==> config.mk <==
export PLATFORM = sky130hd
export DESIGN_NAME = multicycle_control
export DESIGN_NICKNAME = d
export VERILOG_FILES = /design/src/rtl/multicycle_control.sv
export SDC_FILE = /design/constraint.sdc
export NUM_CORES = 1
export LEC_CHECK = 0
export ABC_AREA = 1
export CORE_ASPECT_RATIO = 2
export CORE_UTILIZATION = 50
export CTS_CLUSTER_SIZE = 12
export DETAILED_ROUTE_END_ITERATION = 10
export PLACE_DENSITY = 0.9
export SLEW_MARGIN = 20
export SYNTH_ARGS = -nofsm -noshare
export SYNTH_HDL_FRONTEND = slang
export SYNTH_SLANG_ARGS = --single-unit
export TNS_END_PERCENT = 30
==> constraint.sdc <==
create_clock -name clk -period 2 [get_ports clk]
set_input_delay 0.2 -clock clk [delete_from_list [all_inputs] [get_ports clk]]
set_output_delay 0.2 -clock clk [all_outputs]
set_load 0.02 [all_outputs]
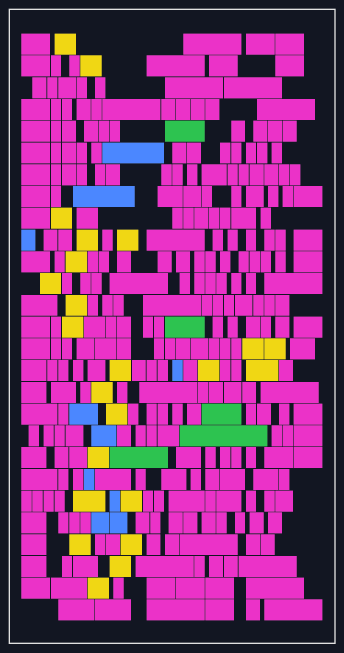
Figure 1: run 1, sizing map.
(8 px per µm)
Key: yellow = _3 and _4 cells [cells 23, share 7.3%, most used buf_4]; blue = _2 cells [cells 10, share 3.2%, most used inv_2]; green = _6 and larger [cells 5, share 1.6%, most used clkbuf_8]; magenta = _0 and _1 cells [cells 279, share 88%, most used nand2_1]
Area Overhead vs Synth: 46.76%
Setup WS post-layout: 99.52 ps
final instance area: 0.002180 mm²

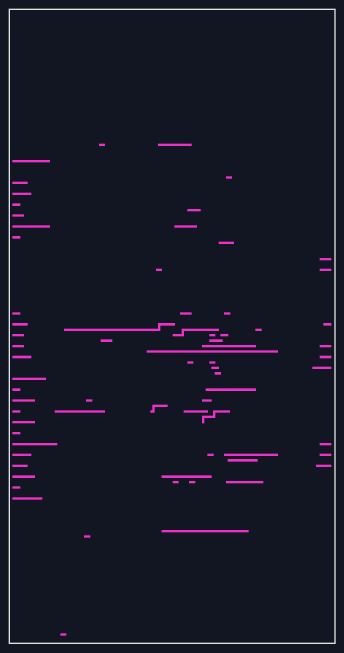
Figure 2: run 1, M3 wires.
(8 px per µm)
The layer holds 3.7% of the routed length. The wires run mostly horizontal.
drt total wl: 4658 µm
met3 Track Usage GR: 0.04749

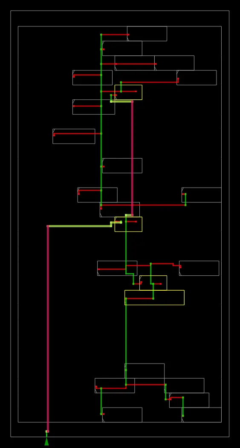
Figure 3: run 1, the clock network.
CTS sink count: 20
Clk power: 0.000413 W

==> deck_impl_summary.md, run 1 <==
Physical Implementation Snapshot

Clock network
  • # hold bufs at CTS: 0

Synthesis
  • Yosys adder share: 0.008425
  • Most frequent cell after synthesis: nand2_1
  • Post-synth EDFFs: 0
  • Post-synth top area share: 0.2696
  • Yosys top cell by area: dfxtp_1

Setup path
  • CP Max Fanout: 5
  • Worst setup EP type: primary output
  • Worst Path Required: 1800 ps

Pwr
  • Seq pwr share: 0.437
  • Switching power total: just over 0.0002 W
  • Leak: approximately 1.0 nW

Layout
  • Dominant logic cell type in the layout: nand2_1
  • Final std cells w/o fill: 346
  • Number of flip-flops in the largest register: 16
  • Mi-comb count: between 150 and 200
  • Clock buffer count: 3

Global route
  • Largest net degree at the start of global routing: 17

Timing
  • Max Slew Vio Count: 0
  • Final Critical Period: around 1900 ps
  • Fmax: approximately 530 MHz
  • Hold WS: 513.2 ps
  • Clk_skew: roughly 8 ps

Run status
  • Status: finished clean

Min path
  • Hold Crit Depth: 2

Floorplan
  • Row count: 27

Place
  • DP Cell Count: 342
Figure 4. Wire density map (run 1).
(6 px per µm) 8 x 16 tiles, from black (low) to pale yellow (high), scaled to the fullest tile. Values are wire area over tile area, all layers added.
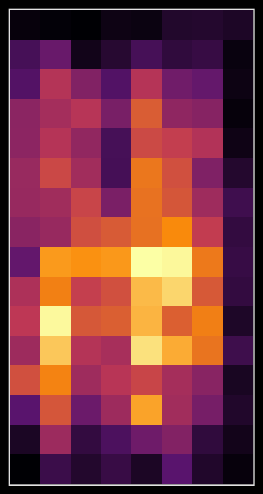

## Run 2: what changed since run 1
--- a/config.mk
+++ b/config.mk
@@ -6,11 +6,11 @@
 export NUM_CORES = 1
 export LEC_CHECK = 0
 export ABC_AREA = 1
-export CORE_ASPECT_RATIO = 2
+export CORE_ASPECT_RATIO = 0.9
 export CORE_UTILIZATION = 50
 export CTS_CLUSTER_SIZE = 12
 export DETAILED_ROUTE_END_ITERATION = 10
-export PLACE_DENSITY = 0.9
+export PLACE_DENSITY = 0.85
 export SLEW_MARGIN = 20
 export SYNTH_ARGS = -nofsm -noshare
 export SYNTH_HDL_FRONTEND = slang
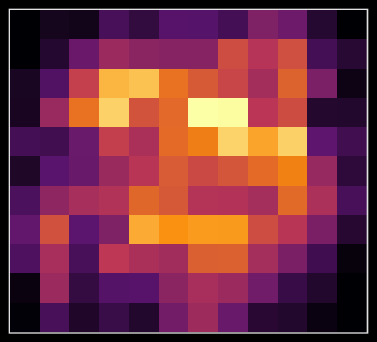
Figure 5: run 2, wire density map.
(6 px per µm) 12 x 11 tiles, from black (low) to pale yellow (high), scaled to the fullest tile. Values are wire area over tile area, all layers added.
The emptiest ninth of the die: south-east. The fullest tile reaches 0.58. The densest ninth of the die: centre. 30% of the tiles are over half the peak. The mean over all tiles is 0.22.
drt total wl: 4300 µm
Routed wire per std cell: 12.04 µm
vias after detailed routing: 1826
overall routing resource usage: 0.2808

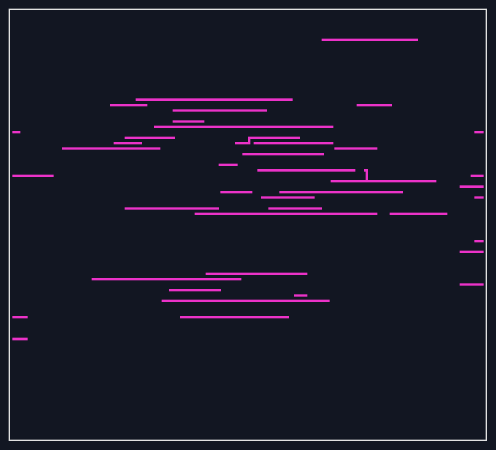
Figure 6: run 2, M3 wires.
(8 px per µm)
met3 Track Usage GR: 0.07212

==> deck_impl_summary.md, run 2 <==
Physical Implementation Snapshot

Run status
  • Status: finished clean

Synthesis
  • Most frequent cell after synthesis: nand2_1
  • Netlist Area Pre-Place: 0.001485 mm²
  • Post-synth top area share: 0.2696 (unchanged)
  • Yosys top cell by area: dfxtp_1
  • Post-synth EDFFs: 0 (unchanged)

Routing
  • Antenna Nets Post-Route: 0

Pwr
  • Clk power: 0.000242 W (-41%)
  • Total combinational power: approximately 0.00010 W
  • Seq pwr share: 0.538 (+0.101)
  • Leak: 0.9362 nW (-8.5%)
  • Switching power total: 0.0001885 W (-7.5%)

Global route
  • Largest net degree at the start of global routing: 17 (unchanged)
  • Total congestion overflow: 0

Layout
  • Most instantiated logic cells after routing: nand2_1 (68), nor2_1 (43), nand3_1 (31), clkdlybuf4s50_1 (28), inv_1 (26)
  • Mi-comb count: 196 (unchanged)
  • Final std cells w/o fill: 357 (+3.2%)
  • Inverter count: 30
  • Dominant logic cell type in the layout: nand2_1
  • Area Overhead vs Synth: 44.06%
  • Nets: around 330
  • Final instance area: 0.002140 mm² (-1.8%)
  • Number of flip-flops in the largest register: 16 (unchanged)
  • Clock buffer count: 4 (+1)
  • Comb area share: 0.4368

Place
  • GP Congestion: approximately 0.9
  • Pre-CTS WS: -203.4 ps
  • DP Cell Count: 353 (+3.2%)
  • Port Buf Inserts: between 40 and 50

Floorplan
  • Top Ports: approximately 47
  • Row count: 18 (-33%)
  • FP Util: 0.5318

Timing
  • Max Slew Vio Count: 0 (unchanged)
  • Rel. slew slack: 0.7541
  • Final Critical Period: 1905 ps (+4.121 ps)
  • Fmax: 525.0 MHz (-0.22%)
  • Setup WS post-layout: 95.40 ps (-4.121 ps)
  • Clk_skew: 4.937 ps (-3.258 ps)
  • Hold WS: 424.3 ps (-88.90 ps)

Min path
  • Hold Crit Depth: 3 (+1)

Setup path
  • Worst Path Required: 1800 ps (about the same)

Clock network
  • # hold bufs at CTS: 0 (unchanged)
Power figures rest on the tool's default switching activity, not on a simulated workload.
